### config.mk
export PLATFORM = sky130hd
export DESIGN_NAME = ddr_cmd_arbiter_flat
export DESIGN_NICKNAME = d
export VERILOG_FILES = /design/src/rtl/ddr_arb_pkg.sv /design/src/rtl/ddr_cmd_arbiter_if.sv /design/src/rtl/ddr_cmd_out_reg.sv /design/src/rtl/ddr_cmd_arbiter.sv /design/src/flat_wrapper.sv
export SDC_FILE = /design/constraint.sdc
export NUM_CORES = 1
export LEC_CHECK = 0
export ABC_AREA = 1
export CORE_MARGIN = 4
export CORE_UTILIZATION = 39
export DETAILED_ROUTE_END_ITERATION = 6
export PLACE_DENSITY_LB_ADDON = 0.05
export RECOVER_POWER = 50
export SYNTH_ARGS = -nofsm -noshare
export SYNTH_HDL_FRONTEND = slang
export SYNTH_HIERARCHICAL = 1
export SYNTH_SLANG_ARGS = --single-unit
### constraint.sdc
create_clock -name clk -period 2.5 [get_ports clk]
set_clock_uncertainty 0.1 [all_clocks]
set_input_delay 0.75 -clock clk [delete_from_list [all_inputs] [get_ports clk]]
set_output_delay 0.75 -clock clk [all_outputs]
set_load 0.05 [all_outputs]
### src/rtl/ddr_arb_pkg.sv
// ddr_arb_pkg: shared types and constants for the DDR command arbiter.
//   arb_state_e : arbiter FSM states
//   CMD_*       : cmd_op encodings presented to the DDR command sequencer
package ddr_arb_pkg;

  localparam int unsigned ADDR_W_DEF      = 8;
  localparam int unsigned DATA_W_DEF      = 64;
  localparam int unsigned MAX_BATCH_DEF   = 4;
  localparam int unsigned TURN_CYCLES_DEF = 2;
  localparam int unsigned SIZE_W          = 3;
  localparam int unsigned OP_W            = 2;

  typedef enum logic [1:0] {
    IDLE = 2'd0,
    WR   = 2'd1,
    RD   = 2'd2,
    TURN = 2'd3
  } arb_state_e;

  localparam logic [OP_W-1:0] CMD_NONE = 2'b00;
  localparam logic [OP_W-1:0] CMD_WR   = 2'b01;
  localparam logic [OP_W-1:0] CMD_RD   = 2'b10;
  localparam logic [OP_W-1:0] CMD_REF  = 2'b11;

endpackage

### src/rtl/ddr_cmd_arbiter_if.sv
// ddr_cmd_arbiter_if: request/grant and command bus around the DDR command arbiter.
//   wr_*  : write front-end request, payload and grant pulse
//   rd_*  : read front-end request, payload and grant pulse
//   ref_* : refresh timer request and grant pulse
//   cmd_* : one-entry command stage towards the sequencer (valid/ready)
//   turn_active : arbiter is inserting a direction-change gap
// Modports: master = arbiter side, slave = front-ends / sequencer side.
interface ddr_cmd_arbiter_if
  import ddr_arb_pkg::*;
#(
  parameter int unsigned ADDR_W = ADDR_W_DEF,
  parameter int unsigned DATA_W = DATA_W_DEF
) ();

  logic              wr_req;
  logic [ADDR_W-1:0] wr_addr;
  logic [DATA_W-1:0] wr_data;
  logic [SIZE_W-1:0] wr_size;
  logic              wr_grant;

  logic              rd_req;
  logic [ADDR_W-1:0] rd_addr;
  logic [SIZE_W-1:0] rd_size;
  logic              rd_grant;

  logic              ref_req;
  logic              ref_grant;

  logic              cmd_valid;
  logic              cmd_ready;
  logic [OP_W-1:0]   cmd_op;
  logic [ADDR_W-1:0] cmd_addr;
  logic [DATA_W-1:0] cmd_wdata;
  logic [SIZE_W-1:0] cmd_size;

  logic              turn_active;

  modport master (
    input  wr_req, wr_addr, wr_data, wr_size,
    input  rd_req, rd_addr, rd_size,
    input  ref_req, cmd_ready,
    output wr_grant, rd_grant, ref_grant,
    output cmd_valid, cmd_op, cmd_addr, cmd_wdata, cmd_size, turn_active
  );

  modport slave (
    output wr_req, wr_addr, wr_data, wr_size,
    output rd_req, rd_addr, rd_size,
    output ref_req, cmd_ready,
    input  wr_grant, rd_grant, ref_grant,
    input  cmd_valid, cmd_op, cmd_addr, cmd_wdata, cmd_size, turn_active
  );

endinterface

### src/rtl/ddr_cmd_out_reg.sv
// ddr_cmd_out_reg: one-entry registered command stage with valid/ready.
//   clk, n_rst          : clock, synchronous active-low reset (clears entry and payload)
//   i_load              : capture i_op/i_addr/i_wdata/i_size and set o_valid
//   i_ready             : downstream accepts the entry when o_valid & i_ready
//   o_valid, o_op, ...  : registered command presented downstream
module ddr_cmd_out_reg
  import ddr_arb_pkg::*;
#(
  parameter int unsigned ADDR_W = ADDR_W_DEF,
  parameter int unsigned DATA_W = DATA_W_DEF
) (
  input  logic              clk,
  input  logic              n_rst,
  input  logic              i_load,
  input  logic [OP_W-1:0]   i_op,
  input  logic [ADDR_W-1:0] i_addr,
  input  logic [DATA_W-1:0] i_wdata,
  input  logic [SIZE_W-1:0] i_size,
  input  logic              i_ready,
  output logic              o_valid,
  output logic [OP_W-1:0]   o_op,
  output logic [ADDR_W-1:0] o_addr,
  output logic [DATA_W-1:0] o_wdata,
  output logic [SIZE_W-1:0] o_size
);

  logic              r_valid;
  logic [OP_W-1:0]   r_op;
  logic [ADDR_W-1:0] r_addr;
  logic [DATA_W-1:0] r_wdata;
  logic [SIZE_W-1:0] r_size;

  // A load always wins over a drain, so a back-to-back replace never drops a cycle.
  always_ff @(posedge clk) begin
    if (!n_rst) begin
      r_valid <= 1'b0;
      r_op    <= '0;
      r_addr  <= '0;
      r_wdata <= '0;
      r_size  <= '0;
    end else if (i_load) begin
      r_valid <= 1'b1;
      r_op    <= i_op;
      r_addr  <= i_addr;
      r_wdata <= i_wdata;
      r_size  <= i_size;
    end else if (r_valid && i_ready) begin
      r_valid <= 1'b0;
    end
  end

  assign o_valid = r_valid;
  assign o_op    = r_op;
  assign o_addr  = r_addr;
  assign o_wdata = r_wdata;
  assign o_size  = r_size;

endmodule

### src/rtl/ddr_cmd_arbiter.sv
// ddr_cmd_arbiter: shares the DDR command port between write, read and refresh.
//   clk, n_rst : clock, synchronous active-low reset
//   bus        : ddr_cmd_arbiter_if.master (requests/grants in, command stage out)
// Writes and reads are batched up to MAX_BATCH grants while the other side waits;
// every direction change inserts TURN_CYCLES idle cycles. Refresh preempts batching.
module ddr_cmd_arbiter
  import ddr_arb_pkg::*;
#(
  parameter int unsigned ADDR_W      = ADDR_W_DEF,
  parameter int unsigned DATA_W      = DATA_W_DEF,
  parameter int unsigned MAX_BATCH   = MAX_BATCH_DEF,
  parameter int unsigned TURN_CYCLES = TURN_CYCLES_DEF
) (
  input logic                clk,
  input logic                n_rst,
  ddr_cmd_arbiter_if.master  bus
);

  localparam int unsigned BATCH_W = $clog2(MAX_BATCH + 1);
  localparam int unsigned TURN_W  = $clog2(TURN_CYCLES + 1);

  arb_state_e        r_state;
  arb_state_e        r_turn_target;
  logic [BATCH_W-1:0] r_batch_cnt;
  logic [TURN_W-1:0]  r_turn_cnt;

  logic              w_load_ok;
  logic              w_batch_room;
  logic              w_decide;
  logic              w_wr_gnt;
  logic              w_rd_gnt;
  logic              w_ref_gnt;
  logic              w_load;
  logic [OP_W-1:0]   w_ld_op;
  logic [ADDR_W-1:0] w_ld_addr;
  logic [DATA_W-1:0] w_ld_wdata;
  logic [SIZE_W-1:0] w_ld_size;
  logic [BATCH_W-1:0] w_batch_inc;

  logic              w_cmd_valid;
  logic [OP_W-1:0]   w_cmd_op;
  logic [ADDR_W-1:0] w_cmd_addr;
  logic [DATA_W-1:0] w_cmd_wdata;
  logic [SIZE_W-1:0] w_cmd_size;

  assign w_load_ok    = ~w_cmd_valid | bus.cmd_ready;
  assign w_batch_room = r_batch_cnt < BATCH_W'(MAX_BATCH);
  assign w_batch_inc  = w_batch_room ? r_batch_cnt + BATCH_W'(1) : r_batch_cnt;
  // FSM direction decisions are only taken on load_ok cycles not claimed by refresh.
  assign w_decide     = w_load_ok & ~w_ref_gnt;

  // Grant selection: refresh first (outside TURN), then the batching rules.
  always_comb begin
    w_wr_gnt  = 1'b0;
    w_rd_gnt  = 1'b0;
    w_ref_gnt = 1'b0;
    if (n_rst && w_load_ok) begin
      if (bus.ref_req && (r_state != TURN)) begin
        w_ref_gnt = 1'b1;
      end else begin
        case (r_state)
          IDLE: begin
            if (bus.rd_req)      w_rd_gnt = 1'b1;
            else if (bus.wr_req) w_wr_gnt = 1'b1;
          end
          WR: w_wr_gnt = bus.wr_req & (w_batch_room | ~bus.rd_req);
          RD: w_rd_gnt = bus.rd_req & (w_batch_room | ~bus.wr_req);
          default: ;
        endcase
      end
    end
  end

  // Payload mux for the winning requester; unused fields are zeroed.
  always_comb begin
    w_ld_op    = CMD_NONE;
    w_ld_addr  = '0;
    w_ld_wdata = '0;
    w_ld_size  = '0;
    if (w_wr_gnt) begin
      w_ld_op    = CMD_WR;
      w_ld_addr  = bus.wr_addr;
      w_ld_wdata = bus.wr_data;
      w_ld_size  = bus.wr_size;
    end else if (w_rd_gnt) begin
      w_ld_op    = CMD_RD;
      w_ld_addr  = bus.rd_addr;
      w_ld_size  = bus.rd_size;
    end else if (w_ref_gnt) begin
      w_ld_op    = CMD_REF;
    end
  end

  assign w_load = w_wr_gnt | w_rd_gnt | w_ref_gnt;

  // Arbiter FSM; the TURN countdown runs every cycle regardless of backpressure.
  always_ff @(posedge clk) begin
    if (!n_rst) begin
      r_state       <= IDLE;
      r_turn_target <= IDLE;
      r_batch_cnt   <= '0;
      r_turn_cnt    <= '0;
    end else begin
      case (r_state)
        IDLE: begin
          if (w_rd_gnt) begin
            r_state     <= RD;
            r_batch_cnt <= BATCH_W'(1);
          end else if (w_wr_gnt) begin
            r_state     <= WR;
            r_batch_cnt <= BATCH_W'(1);
          end
        end
        WR: begin
          if (w_wr_gnt) begin
            r_batch_cnt <= w_batch_inc;
          end else if (w_decide && bus.rd_req) begin
            r_state       <= TURN;
            r_turn_cnt    <= TURN_W'(TURN_CYCLES);
            r_turn_target <= RD;
          end
        end
        RD: begin
          if (w_rd_gnt) begin
            r_batch_cnt <= w_batch_inc;
          end else if (w_decide && bus.wr_req) begin
            r_state       <= TURN;
            r_turn_cnt    <= TURN_W'(TURN_CYCLES);
            r_turn_target <= WR;
          end
        end
        default: begin
          if (r_turn_cnt <= TURN_W'(1)) begin
            r_state     <= r_turn_target;
            r_batch_cnt <= '0;
            r_turn_cnt  <= '0;
          end else begin
            r_turn_cnt  <= r_turn_cnt - TURN_W'(1);
          end
        end
      endcase
    end
  end

  ddr_cmd_out_reg #(
    .ADDR_W (ADDR_W),
    .DATA_W (DATA_W)
  ) u_out_reg (
    .clk     (clk),
    .n_rst   (n_rst),
    .i_load  (w_load),
    .i_op    (w_ld_op),
    .i_addr  (w_ld_addr),
    .i_wdata (w_ld_wdata),
    .i_size  (w_ld_size),
    .i_ready (bus.cmd_ready),
    .o_valid (w_cmd_valid),
    .o_op    (w_cmd_op),
    .o_addr  (w_cmd_addr),
    .o_wdata (w_cmd_wdata),
    .o_size  (w_cmd_size)
  );

  assign bus.wr_grant    = w_wr_gnt;
  assign bus.rd_grant    = w_rd_gnt;
  assign bus.ref_grant   = w_ref_gnt;
  assign bus.cmd_valid   = w_cmd_valid;
  assign bus.cmd_op      = w_cmd_op;
  assign bus.cmd_addr    = w_cmd_addr;
  assign bus.cmd_wdata   = w_cmd_wdata;
  assign bus.cmd_size    = w_cmd_size;
  assign bus.turn_active = (r_state == TURN);

endmodule

### src/flat_wrapper.sv
// flat-port wrapper written by rule: the top's interface ports become plain ports
module ddr_cmd_arbiter_flat import ddr_arb_pkg::*;
#(
  parameter int unsigned ADDR_W      = ADDR_W_DEF,
  parameter int unsigned DATA_W      = DATA_W_DEF,
  parameter int unsigned MAX_BATCH   = MAX_BATCH_DEF,
  parameter int unsigned TURN_CYCLES = TURN_CYCLES_DEF
)
  (clk, n_rst, bus_wr_req, bus_wr_addr, bus_wr_data, bus_wr_size, bus_rd_req, bus_rd_addr, bus_rd_size, bus_ref_req, bus_cmd_ready, bus_wr_grant, bus_rd_grant, bus_ref_grant, bus_cmd_valid, bus_cmd_op, bus_cmd_addr, bus_cmd_wdata, bus_cmd_size, bus_turn_active);
  ddr_cmd_arbiter_if #(.ADDR_W(ADDR_W), .DATA_W(DATA_W)) bus_i ();
  input logic clk;
  input logic n_rst;
  input wire logic [$bits(bus_i.wr_req)-1:0] bus_wr_req;
  input wire logic [$bits(bus_i.wr_addr)-1:0] bus_wr_addr;
  input wire logic [$bits(bus_i.wr_data)-1:0] bus_wr_data;
  input wire logic [$bits(bus_i.wr_size)-1:0] bus_wr_size;
  input wire logic [$bits(bus_i.rd_req)-1:0] bus_rd_req;
  input wire logic [$bits(bus_i.rd_addr)-1:0] bus_rd_addr;
  input wire logic [$bits(bus_i.rd_size)-1:0] bus_rd_size;
  input wire logic [$bits(bus_i.ref_req)-1:0] bus_ref_req;
  input wire logic [$bits(bus_i.cmd_ready)-1:0] bus_cmd_ready;
  output wire logic [$bits(bus_i.wr_grant)-1:0] bus_wr_grant;
  output wire logic [$bits(bus_i.rd_grant)-1:0] bus_rd_grant;
  output wire logic [$bits(bus_i.ref_grant)-1:0] bus_ref_grant;
  output wire logic [$bits(bus_i.cmd_valid)-1:0] bus_cmd_valid;
  output wire logic [$bits(bus_i.cmd_op)-1:0] bus_cmd_op;
  output wire logic [$bits(bus_i.cmd_addr)-1:0] bus_cmd_addr;
  output wire logic [$bits(bus_i.cmd_wdata)-1:0] bus_cmd_wdata;
  output wire logic [$bits(bus_i.cmd_size)-1:0] bus_cmd_size;
  output wire logic [$bits(bus_i.turn_active)-1:0] bus_turn_active;
  assign bus_i.wr_req = bus_wr_req;
  assign bus_i.wr_addr = bus_wr_addr;
  assign bus_i.wr_data = bus_wr_data;
  assign bus_i.wr_size = bus_wr_size;
  assign bus_i.rd_req = bus_rd_req;
  assign bus_i.rd_addr = bus_rd_addr;
  assign bus_i.rd_size = bus_rd_size;
  assign bus_i.ref_req = bus_ref_req;
  assign bus_i.cmd_ready = bus_cmd_ready;
  assign bus_wr_grant = bus_i.wr_grant;
  assign bus_rd_grant = bus_i.rd_grant;
  assign bus_ref_grant = bus_i.ref_grant;
  assign bus_cmd_valid = bus_i.cmd_valid;
  assign bus_cmd_op = bus_i.cmd_op;
  assign bus_cmd_addr = bus_i.cmd_addr;
  assign bus_cmd_wdata = bus_i.cmd_wdata;
  assign bus_cmd_size = bus_i.cmd_size;
  assign bus_turn_active = bus_i.turn_active;
  ddr_cmd_arbiter #(.ADDR_W(ADDR_W), .DATA_W(DATA_W), .MAX_BATCH(MAX_BATCH), .TURN_CYCLES(TURN_CYCLES)) u_core (.clk(clk), .n_rst(n_rst), .bus(bus_i));
endmodule
==> impl_metrics.json <==
{
  "status": "finished clean",
  "min_path_cells": 2,
  "min_period_over_period_pct": 97.5,
  "r2r-start": "u_core/r_state[0]",
  "rrSetupSlack_ns": 0.34,
  "criticalPathCategory": "in2out",
  "crit_start": "bus_cmd_ready",
  "remaining_drc_errors": 0,
  "max_freq_ghz": 0.410,
  "post-route-util_pct": 61.6,
  "cp_max_fo": 3,
  "hold_ws_ns": 0.367,
  "switching_share_pct": 44.8,
  "nClkBuffers": 9,
  "yosys_warnings": 6,
  "warning_count": 30,
  "n_tap_cell": 136,
  "areaGrowthSynthToFinish_pct": 53.7,
  "fin_setup_tns_ns": 0,
  "nFillCells": 960,
  "finalMaxSlewViolations": 0,
  "hold_start": "u_core/r_turn_target[0]",
  "finalCriticalPeriod_ns": 2.44,
  "cts_tree": "built",
  "pg_comb_uw": 2980,
  "synth.avg_cell_area_sq_um": 6.39,
  "drt_iter0_drc": 321,
  "yosysSeqAreaShare_pct": 42.1,
  "final-clk-cell-share_pct": 3.09,
  "p_leak_uw": 0.00306,
  "instances_no_fill": 963,
  "worstHoldEndpoint": "u_core/r_turn_target[0]",
  "hold_class": "reg2reg",
  "p_switching_uw": 2610,
  "fin_area_sq_um": 6360,
  "place_congestion": 0.865,
  "comb_share_pct": 30.7,
  "path_clk_slew_ns": 0.08,
  "clkPwrFrac_pct": 16.9,
  "io_pins": 174,
  "routedWlPerCell_microns": 12.9,
  "hold_viol": 0,
  "clock_latency_ns": 0.36,
  "final-nonclk-buf-share_pct": 31.0,
  "globalRouteMet3Util_pct": 7.04,
  "row_count": 37,
  "dominant_cells": "non-clock buffers",
  "dp_slack_ns": -0.339,
  "cts_made_buffers": 9
}
## cells in the mapped netlist (all sizes together)
master	n	area share, %
nor2	245	22
dfxtp	87	42
inv	85	7.7
o21ai	79	9.6
nand2	72	6.6
nand3	25	3.1
buf	19	2.9
clkbuf	16	1.5
a21oi	8	1.1
ha	6	1.8
a31oi	2	0.30
nand3b	2	0.36
nor3b	1	0.18
o22ai	1	0.15
## cell families after synthesis
kind of cell	count (synthesis)	synth area share, %
compound gates	90	11.2
fa+ha+maj	6	1.81
buf+inv	120	12.2
flops	87	42.1
simple gates	345	32.7
## critical path: stages
cell	delay [ns]
dlygate4sd2_1	0.25
inv_2	0.06
nand2_2	0.06
buf_4	0.14
nand3_1	0.12
inv_2	0.06
buf_12	0.14
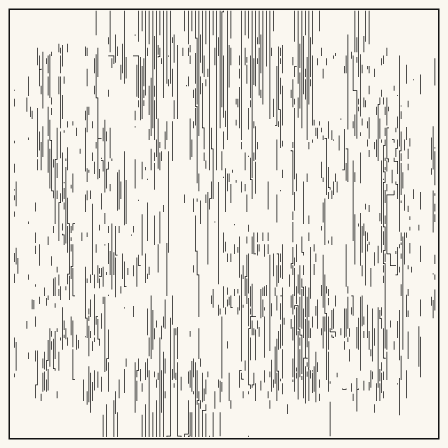
layer_met2.png
share of all routed wire: 44%
longest straight run: 43.3 microns
main direction: vertical

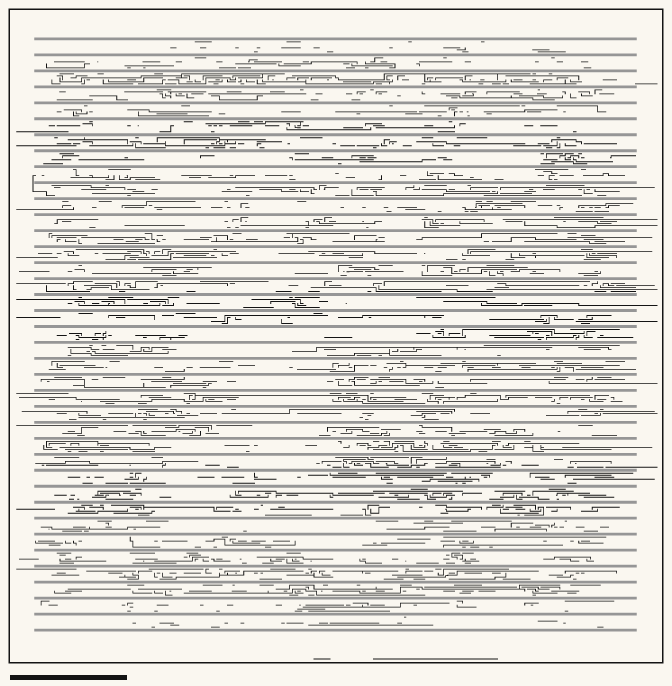
layer_met1.png
Bar = 20 microns. Supply wires on this layer in grey.
share of all routed wire: 45%
main direction: horizontal
nets with wire on the layer: 824
wire length on this layer: 5610 microns
longest straight run: 40.0 microns

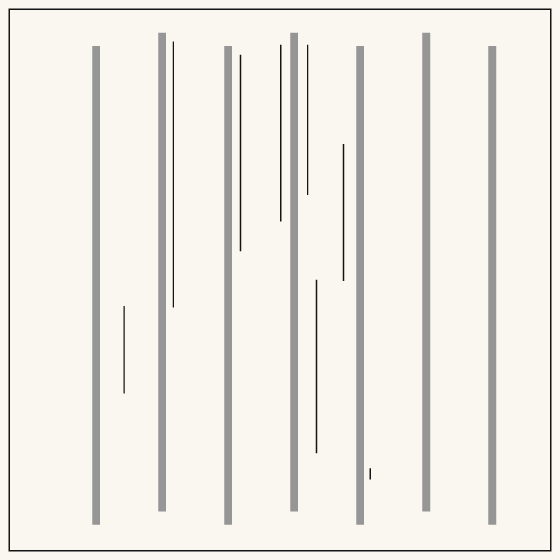
layer_met4.png
Supply wires on this layer in grey.
wire length on this layer: 244 microns
share of all routed wire: 2.0%
longest straight run: 54.4 microns
main direction: vertical
nets with wire on the layer: 5

